**config.mk**
```make
export PLATFORM = sky130hd
export DESIGN_NAME = cache_seq_gen_flat
export DESIGN_NICKNAME = d
export VERILOG_FILES = /design/src/rtl/cache_seq_gen_if.sv /design/src/rtl/cache_seq_gen.sv /design/src/flat_wrapper.sv
export SDC_FILE = /design/constraint.sdc
export NUM_CORES = 1
export LEC_CHECK = 0
export CAP_MARGIN = 20
export CORE_MARGIN = 2
export CORE_UTILIZATION = 45
export DETAILED_ROUTE_END_ITERATION = 12
export PLACE_DENSITY = 0.74
export SYNTH_ARGS = -nofsm -noshare
export SYNTH_HDL_FRONTEND = slang
export SYNTH_SLANG_ARGS = --single-unit
```
**constraint.sdc**
```tcl
create_clock -name clk -period 5.4 [get_ports clk]
set_input_delay 0.81 -clock clk [delete_from_list [all_inputs] [get_ports clk]]
set_output_delay 0.81 -clock clk [all_outputs]
set_load 0.1 [all_outputs]
```
**src/rtl/cache_seq_gen_if.sv**
```systemverilog
// Cache request/response channel between the traffic generator (master) and the cache (slave).
interface cache_seq_gen_if #(
    parameter int DATA_W = 32,
    parameter int ADDR_W = 32,
    parameter int OPQ_W  = 8
);
    logic              cachereq_val;
    logic              cachereq_rdy;
    logic [2:0]        cachereq_type;
    logic [OPQ_W-1:0]  cachereq_opaque;
    logic [ADDR_W-1:0] cachereq_addr;
    logic [1:0]        cachereq_len;
    logic [DATA_W-1:0] cachereq_data;

    logic              cacheresp_val;
    logic              cacheresp_rdy;
    logic [2:0]        cacheresp_type;
    logic [OPQ_W-1:0]  cacheresp_opaque;
    logic [DATA_W-1:0] cacheresp_data;

    modport master (
        output cachereq_val, cachereq_type, cachereq_opaque, cachereq_addr,
               cachereq_len, cachereq_data, cacheresp_rdy,
        input  cachereq_rdy, cacheresp_val, cacheresp_type, cacheresp_opaque,
               cacheresp_data
    );

    modport slave (
        input  cachereq_val, cachereq_type, cachereq_opaque, cachereq_addr,
               cachereq_len, cachereq_data, cacheresp_rdy,
        output cachereq_rdy, cacheresp_val, cacheresp_type, cacheresp_opaque,
               cacheresp_data
    );
endinterface

```
**src/rtl/cache_seq_gen.sv**
```systemverilog
// Sequential cache traffic generator/checker: read, write or write-then-verify passes.
// Define CACHE_SEQ_GEN_BACKPRESSURE_EN for LFSR-driven response backpressure.
module cache_seq_gen #(
    parameter int DATA_W          = 32,
    parameter int ADDR_W          = 32,
    parameter int OPQ_W           = 8,
    parameter int MAX_OUTSTANDING = 4,
    parameter int STRIDE          = 4
) (
    input  logic              clk,
    input  logic              rst,
    input  logic              start,
    input  logic [1:0]        mode,
    input  logic [ADDR_W-1:0] base_addr,
    input  logic [15:0]       word_num,
    output logic              busy,
    output logic              done,
    output logic [15:0]       err_cnt,
    output logic [15:0]       resp_cnt,
    cache_seq_gen_if.master   bus
);
    // state    | meaning
    // IDLE     | waiting for start
    // WR       | issuing the write pass
    // WR_DRAIN | writes issued, waiting for their responses
    // RD       | issuing the read pass
    // RD_DRAIN | reads issued, waiting for their responses
    // FIN      | done pulse, then back to IDLE
    typedef enum logic [2:0] {IDLE, WR, WR_DRAIN, RD, RD_DRAIN, FIN} state_t;

    localparam logic [2:0]        TYPE_READ  = 3'd0;
    localparam logic [2:0]        TYPE_WRITE = 3'd1;
    localparam logic [3:0]        OUT_MAX    = 4'(MAX_OUTSTANDING);
    localparam logic [ADDR_W-1:0] ADDR_STEP  = ADDR_W'(STRIDE);

    state_t            state, state_nxt;
    logic [1:0]        mode_q;
    logic [ADDR_W-1:0] base_q;
    logic [15:0]       num_q;
    logic [15:0]       issued;
    logic [ADDR_W-1:0] req_addr;
    logic [OPQ_W-1:0]  req_opq;
    logic [3:0]        outstanding;
    logic [ADDR_W-1:0] exp_addr;
    logic [OPQ_W-1:0]  exp_opq;
    logic [DATA_W-1:0] req_word;
    logic [DATA_W-1:0] exp_word;
    logic              req_val, req_fire;
    logic              resp_rdy, resp_fire, resp_err;
    logic              launch, enter_rd, pass_wr;

    generate
        if (DATA_W > ADDR_W) begin : g_pad
            assign req_word = {{(DATA_W-ADDR_W){1'b0}}, req_addr};
            assign exp_word = {{(DATA_W-ADDR_W){1'b0}}, exp_addr};
        end else begin : g_trunc
            assign req_word = req_addr[DATA_W-1:0];
            assign exp_word = exp_addr[DATA_W-1:0];
        end
    endgenerate

    always_comb begin
        state_nxt = state;
        req_val   = 1'b0;
        launch    = 1'b0;
        enter_rd  = 1'b0;
        case (state)
            IDLE: begin
                if (start) begin
                    launch = 1'b1;
                    if (word_num == 16'd0)
                        state_nxt = FIN;
                    else if (mode == 2'd1 || mode == 2'd2)
                        state_nxt = WR;
                    else
                        state_nxt = RD;
                end
            end
            WR: begin
                req_val = (issued < num_q) && (outstanding < OUT_MAX);
                if (issued == num_q)
                    state_nxt = WR_DRAIN;
            end
            WR_DRAIN: begin
                if (outstanding == 4'd0) begin
                    if (mode_q == 2'd2) begin
                        state_nxt = RD;
                        enter_rd  = 1'b1;
                    end else begin
                        state_nxt = FIN;
                    end
                end
            end
            RD: begin
                req_val = (issued < num_q) && (outstanding < OUT_MAX);
                if (issued == num_q)
                    state_nxt = RD_DRAIN;
            end
            RD_DRAIN: begin
                if (outstanding == 4'd0)
                    state_nxt = FIN;
            end
            FIN:     state_nxt = IDLE;
            default: state_nxt = IDLE;
        endcase
    end

    assign busy    = (state != IDLE);
    assign done    = (state == FIN);
    assign pass_wr = (state == WR) || (state == WR_DRAIN);

    assign bus.cachereq_val    = req_val;
    assign bus.cachereq_type   = (state == WR) ? TYPE_WRITE : TYPE_READ;
    assign bus.cachereq_opaque = req_opq;
    assign bus.cachereq_addr   = req_addr;
    assign bus.cachereq_len    = 2'd0;
    assign bus.cachereq_data   = (state == WR) ? req_word : '0;
    assign bus.cacheresp_rdy   = resp_rdy;

    assign req_fire  = req_val && bus.cachereq_rdy;
    assign resp_fire = bus.cacheresp_val && resp_rdy;
    assign resp_err  = (bus.cacheresp_opaque != exp_opq)
                    || (bus.cacheresp_type != (pass_wr ? TYPE_WRITE : TYPE_READ))
                    || (!pass_wr && (bus.cacheresp_data != exp_word));

`ifdef CACHE_SEQ_GEN_BACKPRESSURE_EN
    logic [15:0] lfsr;

    always_ff @(posedge clk or posedge rst) begin
        if (rst)
            lfsr <= 16'hACE1;
        else
            lfsr <= {lfsr[14:0], lfsr[15] ^ lfsr[13] ^ lfsr[12] ^ lfsr[10]};
    end

    assign resp_rdy = (lfsr[1:0] != 2'b00);
`else
    assign resp_rdy = 1'b1;
`endif

    always_ff @(posedge clk or posedge rst) begin
        if (rst)
            state <= IDLE;
        else
            state <= state_nxt;
    end

    // Responses with nothing outstanding (stale traffic) must not underflow the counter.
    always_ff @(posedge clk or posedge rst) begin
        if (rst) begin
            outstanding <= 4'd0;
        end else begin
            case ({req_fire, resp_fire && busy && (outstanding != 4'd0)})
                2'b10:   outstanding <= outstanding + 4'd1;
                2'b01:   outstanding <= outstanding - 4'd1;
                default: outstanding <= outstanding;
            endcase
        end
    end

    always_ff @(posedge clk or posedge rst) begin
        if (rst) begin
            mode_q   <= 2'd0;
            base_q   <= '0;
            num_q    <= 16'd0;
            issued   <= 16'd0;
            req_addr <= '0;
            req_opq  <= '0;
            exp_addr <= '0;
            exp_opq  <= '0;
            err_cnt  <= 16'd0;
            resp_cnt <= 16'd0;
        end else if (launch) begin
            mode_q   <= mode;
            base_q   <= base_addr;
            num_q    <= word_num;
            issued   <= 16'd0;
            req_addr <= base_addr;
            req_opq  <= '0;
            exp_addr <= base_addr;
            exp_opq  <= '0;
            err_cnt  <= 16'd0;
            resp_cnt <= 16'd0;
        end else if (enter_rd) begin
            issued   <= 16'd0;
            req_addr <= base_q;
            req_opq  <= '0;
            exp_addr <= base_q;
            exp_opq  <= '0;
        end else begin
            if (req_fire) begin
                issued   <= issued + 16'd1;
                req_addr <= req_addr + ADDR_STEP;
                req_opq  <= req_opq + 1'b1;
            end
            if (resp_fire && busy) begin
                resp_cnt <= resp_cnt + 16'd1;
                exp_addr <= exp_addr + ADDR_STEP;
                exp_opq  <= exp_opq + 1'b1;
                if (resp_err && (err_cnt != 16'hFFFF))
                    err_cnt <= err_cnt + 16'd1;
            end
        end
    end
endmodule
```
**src/flat_wrapper.sv**
```systemverilog
// flat-port wrapper written by rule: the top's interface ports become plain ports
module cache_seq_gen_flat 
#(
    parameter int DATA_W          = 32,
    parameter int ADDR_W          = 32,
    parameter int OPQ_W           = 8,
    parameter int MAX_OUTSTANDING = 4,
    parameter int STRIDE          = 4
)
  (clk, rst, start, mode, base_addr, word_num, busy, done, err_cnt, resp_cnt, bus_cachereq_val, bus_cachereq_type, bus_cachereq_opaque, bus_cachereq_addr, bus_cachereq_len, bus_cachereq_data, bus_cacheresp_rdy, bus_cachereq_rdy, bus_cacheresp_val, bus_cacheresp_type, bus_cacheresp_opaque, bus_cacheresp_data);
  cache_seq_gen_if #(.DATA_W(DATA_W), .ADDR_W(ADDR_W), .OPQ_W(OPQ_W)) bus_i ();
  input  logic clk;
  input  logic rst;
  input  logic start;
  input  logic [1:0] mode;
  input  logic [ADDR_W-1:0] base_addr;
  input  logic [15:0] word_num;
  output logic busy;
  output logic done;
  output logic [15:0] err_cnt;
  output logic [15:0] resp_cnt;
  output wire logic [$bits(bus_i.cachereq_val)-1:0] bus_cachereq_val;
  output wire logic [$bits(bus_i.cachereq_type)-1:0] bus_cachereq_type;
  output wire logic [$bits(bus_i.cachereq_opaque)-1:0] bus_cachereq_opaque;
  output wire logic [$bits(bus_i.cachereq_addr)-1:0] bus_cachereq_addr;
  output wire logic [$bits(bus_i.cachereq_len)-1:0] bus_cachereq_len;
  output wire logic [$bits(bus_i.cachereq_data)-1:0] bus_cachereq_data;
  output wire logic [$bits(bus_i.cacheresp_rdy)-1:0] bus_cacheresp_rdy;
  input wire logic [$bits(bus_i.cachereq_rdy)-1:0] bus_cachereq_rdy;
  input wire logic [$bits(bus_i.cacheresp_val)-1:0] bus_cacheresp_val;
  input wire logic [$bits(bus_i.cacheresp_type)-1:0] bus_cacheresp_type;
  input wire logic [$bits(bus_i.cacheresp_opaque)-1:0] bus_cacheresp_opaque;
  input wire logic [$bits(bus_i.cacheresp_data)-1:0] bus_cacheresp_data;
  assign bus_cachereq_val = bus_i.cachereq_val;
  assign bus_cachereq_type = bus_i.cachereq_type;
  assign bus_cachereq_opaque = bus_i.cachereq_opaque;
  assign bus_cachereq_addr = bus_i.cachereq_addr;
  assign bus_cachereq_len = bus_i.cachereq_len;
  assign bus_cachereq_data = bus_i.cachereq_data;
  assign bus_cacheresp_rdy = bus_i.cacheresp_rdy;
  assign bus_i.cachereq_rdy = bus_cachereq_rdy;
  assign bus_i.cacheresp_val = bus_cacheresp_val;
  assign bus_i.cacheresp_type = bus_cacheresp_type;
  assign bus_i.cacheresp_opaque = bus_cacheresp_opaque;
  assign bus_i.cacheresp_data = bus_cacheresp_data;
  cache_seq_gen #(.DATA_W(DATA_W), .ADDR_W(ADDR_W), .OPQ_W(OPQ_W), .MAX_OUTSTANDING(MAX_OUTSTANDING), .STRIDE(STRIDE)) u_core (.clk(clk), .rst(rst), .start(start), .mode(mode), .base_addr(base_addr), .word_num(word_num), .busy(busy), .done(done), .err_cnt(err_cnt), .resp_cnt(resp_cnt), .bus(bus_i));
endmodule
```
==> impl_metrics.tcl <==
# metrics dict for downstream scripts
set metrics [dict create \
    result_of_the_run "finished, final reports clean" \
    timing.critical_path.max_delay_family "buffers and inverters" \
    drv_slew 0 \
    ys_cells 1256 \
    clock.latency.late_pin_ns 0.44 \
    summed_instance_area_of_the_synthesized_netlist_um2 10800 \
    postPlaceCellArea_um2 13100 \
    min_period_over_period 0.787 \
    crit_path_max_incr_delay_ns 1.14 \
    areaGrowthSynthToFinish_pct 27.0 \
    synth.ff_latch_count 185 \
    cp-end-kind "primary output" \
    route.met2.wl_um 15500 \
    post-synth-top-area-fraction 0.429 \
    chip_area_estimate_from_yosys_synthesis_um2 10800 \
    cp_max_fo 5 \
    warnings 28 \
    synth_cells 1256 \
    cap_viol_max_count 0 \
    layout-drive-gt1-share 0.0449 \
    crit_chain "ha_1 -> nor2b_1 -> o21a_1 -> o21a_1 -> o21ai_0 -> nand2_1 -> nor2_1 -> clkdlybuf4s50_1" \
    yosys-top-cells-area "dfrtp_1 (43%), nand2_1 (7.2%), xnor2_1 (4.5%)" \
    worstSetupStartpoint "u_core.issued[1]" \
    final_cells 1767 \
    path_class "reg2out" \
    die-width_um 159 \
    number_of_drc_violations_after_detailed_routing_iteration_0 994 \
    vdd_drop_max_v 0.000555 \
    post_cts_gate_resize_count 0 \
    final_clock_skew_ns 0.0105 \
    globalRouteTotalUtil 0.260 \
    via_count_of_the_first_global_routing_pass 10000 \
    wl_met3_um 2340 \
    clockRootBuffer "clkbuf_16" \
    worst_slew_margin_rel 0.279 \
    io-pin-count 211 \
    routed_wire_length_per_instance_um 18.5 \
    detail-route-antenna-nets 0 \
    port_buffers 205 \
    per_cell_via_count_in_the_routed_design 5.74 \
    reg_clk_slew_reported_paths_ns 0.07 \
    detail_route.wirelength_um 32800 \
    hpwlAfterDp_um 23300 \
    route.detailed.drc 0 \
    synth_warnings 0 \
    required_ns 4.59 \
    firstDrtPassIters 5 \
    cp_slowest_cell "clkdlybuf4s50_1" \
    cts_tree "done" \
    clock_sink_count 185 \
    antenna_found_initial 0 \
    cell_type_count 64 \
    grt_first_pass_wirelength_um 52900 \
    top_area_cell "dfrtp_1" \
    design.final.nets 1560 \
    synth_top_cell_by_count "nand2_1" \
    floorplan.die.height_um 159 \
    timing_hold_violations_final 0 \
    gp_congestion 0.890 \
    grt_setup_unrepaired "no" \
    fmax_achieved_mhz 235 \
    cts_hold_buf 0 \
    grt_max_degree 186 \
    seq_area_frac_synth 0.429 \
    static-leakage-power_nw 5.91 \
    detail_route.wirelength.met1_um 14200 \
    totalNegativeSetupSlack_ns 0 \
    initCoreUtil 0.459 \
    highest-signal-layer "met4" \
    pwr_per_cell_area_nw_per_um2 403 \
    cts.htree.levels 4 \
    number_of_buffer_and_inverter_instances_along_the_worst_setup_path 1 \
    die-area_um2 25300 \
    critPathLaunchType "register" \
    global_route_congestion_overflow_total 0 \
    vias 10100 \
    r2r-start "u_core.state[0]" \
    placed_cells 1733 \
    setup-violations-final 0 \
    synth.top_cells.by_count "nand2_1 (206), dfrtp_1 (185), a21oi_1 (90)" \
    synth-edff-count 0 \
    worst_path_most_repeated_cell "o21a_1" \
    antenna-diode-count 0 \
    max-clock-path-buffers 2 \
    timing_worst_slew_pin_value_ns 1.08 \
    synthFlopType "dfrtp_1" \
    post_cts_buffers 0 \
    worstPathArrival_ns 3.44 \
    synth_area_per_cell_um2 8.60 \
    cts_made_buffers 17 \
    hold_path.startpoint "u_core.base_q[17]" \
    finalCriticalPeriod_ns 4.25 \
    min-delay-path-class "reg2reg" \
    proportion_of_synthesized_flip_flops_having_asynchronous_set_or_reset 1.00 \
]
## cells in the final DEF (no fill, tap or decap), types with 4 or more instances in the layout
cell type	instances
a21boi_0	5
a21o_1	9
a21oi_1	90
a2bb2oi_1	10
a31oi_1	27
a41oi_1	5
and2_1	43
and3_1	20
and4_1	8
buf_4	14
clkbuf_16	17
clkbuf_8	5
clkdlybuf4s50_1	205
clkinvlp_4	4
conb_1	5
dfrtp_1	185
ha_1	26
inv_1	40
mux2i_1	12
nand2_1	205
nand3_1	48
nand4_1	43
nor2_1	77
nor3_1	24
nor4_1	14
o211ai_1	7
o21a_1	6
o21ai_0	80
o22a_1	13
o22ai_1	7
o31ai_1	16
o32a_1	7
or3_1	18
or4_1	11
xnor2_1	55
xor2_1	29
## report_power, final
group	leakage, nW	internal (mW)	total (mW)	switching, mW
clock network	0.279	0.701	1.25	0.549
logic	3.31	0.697	2.32	1.63
registers	2.32	1.61	1.96	0.344
## kinds of logic after synthesis
| kind of cell | synth area share |
|---|---|
| and+or+nand+nor | 0.242 |
| AOI/OAI and AO/OA | 0.175 |
| DFF | 0.429 |
| buffers and inverters | 0.0417 |
| xor gates and xnor gates | 0.0681 |
| adders and majority gates | 0.0320 |
| muxes | 0.0122 |
| other | 0.000695 |
## path summary, 6_finish.rpt
kind                                           endpoint  slack (ns)  cells after the start
setup / recovery                       bus_cachereq_val        1.15                      8
hold / removal                        u_core.base_q[17]        0.47                      2
setup reg to reg                  u_core.outstanding[3]        2.15                     13
hold reg to reg                       u_core.base_q[17]        0.47                      2
max in group asynchronous  u_core.bus.cachereq_addr[24]        3.60                      3
min in group asynchronous               u_core.num_q[7]        0.95                      3
## through the flow
step	total power, mW	hold slack, ns	setup slack, ns
after floorplan	3.64	0.441	1.39
after global placement	4.24	0.452	1.73
after detailed placement	4.29	0.458	1.62
after CTS	5.54	0.474	1.15
after global routing	5.79	0.492	1.02
final	5.53	0.470	1.15
## worst reg2reg max path: cells and delay by family, from the launching register on
| family | cells | cell delay, ns |
|---|---|---|
| AND-OR/OR-AND | 4 | 0.76 |
| adder cells (fa/ha/maj) | 2 | 0.49 |
| AND/OR/NAND/NOR | 4 | 0.91 |
| XOR/XNOR | 2 | 0.27 |
| flip-flops | 1 | 0.65 |
| buffers and inverters | 1 | 0.05 |
## flip-flops by register name, summed over array words and instances, names as in the netlist
register and flops:
u_core.base_q 32, u_core.bus.cachereq_addr 32, u_core.exp_addr 32, u_core.err_cnt 16, u_core.issued 16, u_core.num_q 16
u_core.resp_cnt 16, u_core.bus.cachereq_opaque 8, u_core.exp_opq 8, u_core.outstanding 4, u_core.state 3, u_core.mode_q 2
## final cells by class
cell class / instances / area [µm²]
Tap cell: 319 / 399
Clock buffer: 24 / 502
Inverter: 42 / 161
Sequential cell: 185 / 4630
Fill cell: 2114 / 9820
Multi-Input combinational cell: 967 / 5750
Timing Repair Buffer: 222 / 2190
Clock inverter: 8 / 83.8
## layer usage
layer  track usage  vias to the layer above
met3        0.0485                       51
met5             0                        -
met1         0.355                     4870
met2         0.420                      397
li1              -                     4821
met4        0.0851                        0
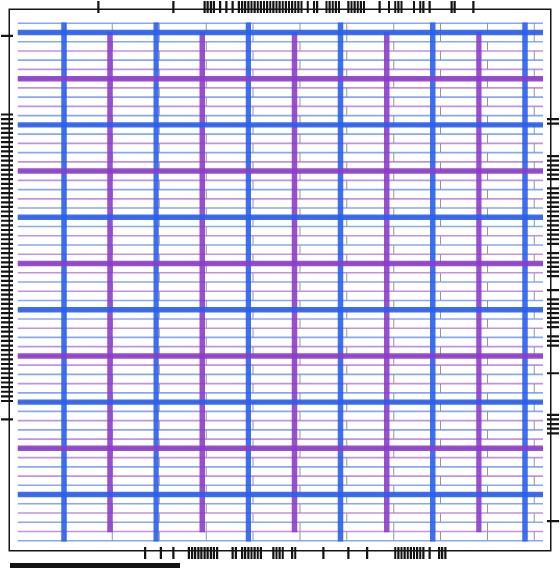
pdn.png
Bar = 50 µm. Pins as bars on the die edge. Tap cells in gray.
purple -> VDD
blue -> VSS
met1 rails = 57
met4 straps = 11
rows = 56
tap cells = 319

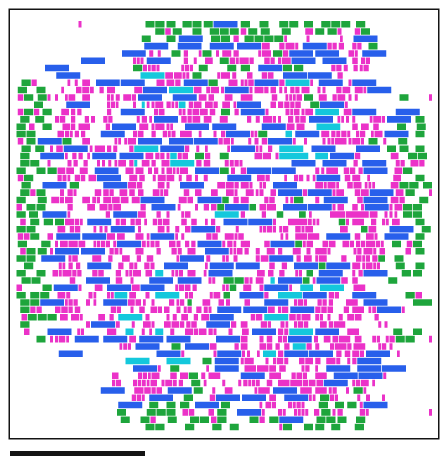
cell_classes.png
Bar = 50 µm.
cyan -> clock drivers and dummy loads  # cells 32
magenta -> all other logic  # cells 1009
blue -> flops  # cells 185
green -> other buffers and delay cells  # cells 222
final core utilization: 0.583
Std-Cell Core Area: 23500 µm²
Design Area, Final: 13700 µm²
Std-Cell Rows: 56

No activity file was given, so power comes from the tool's default toggle rates.
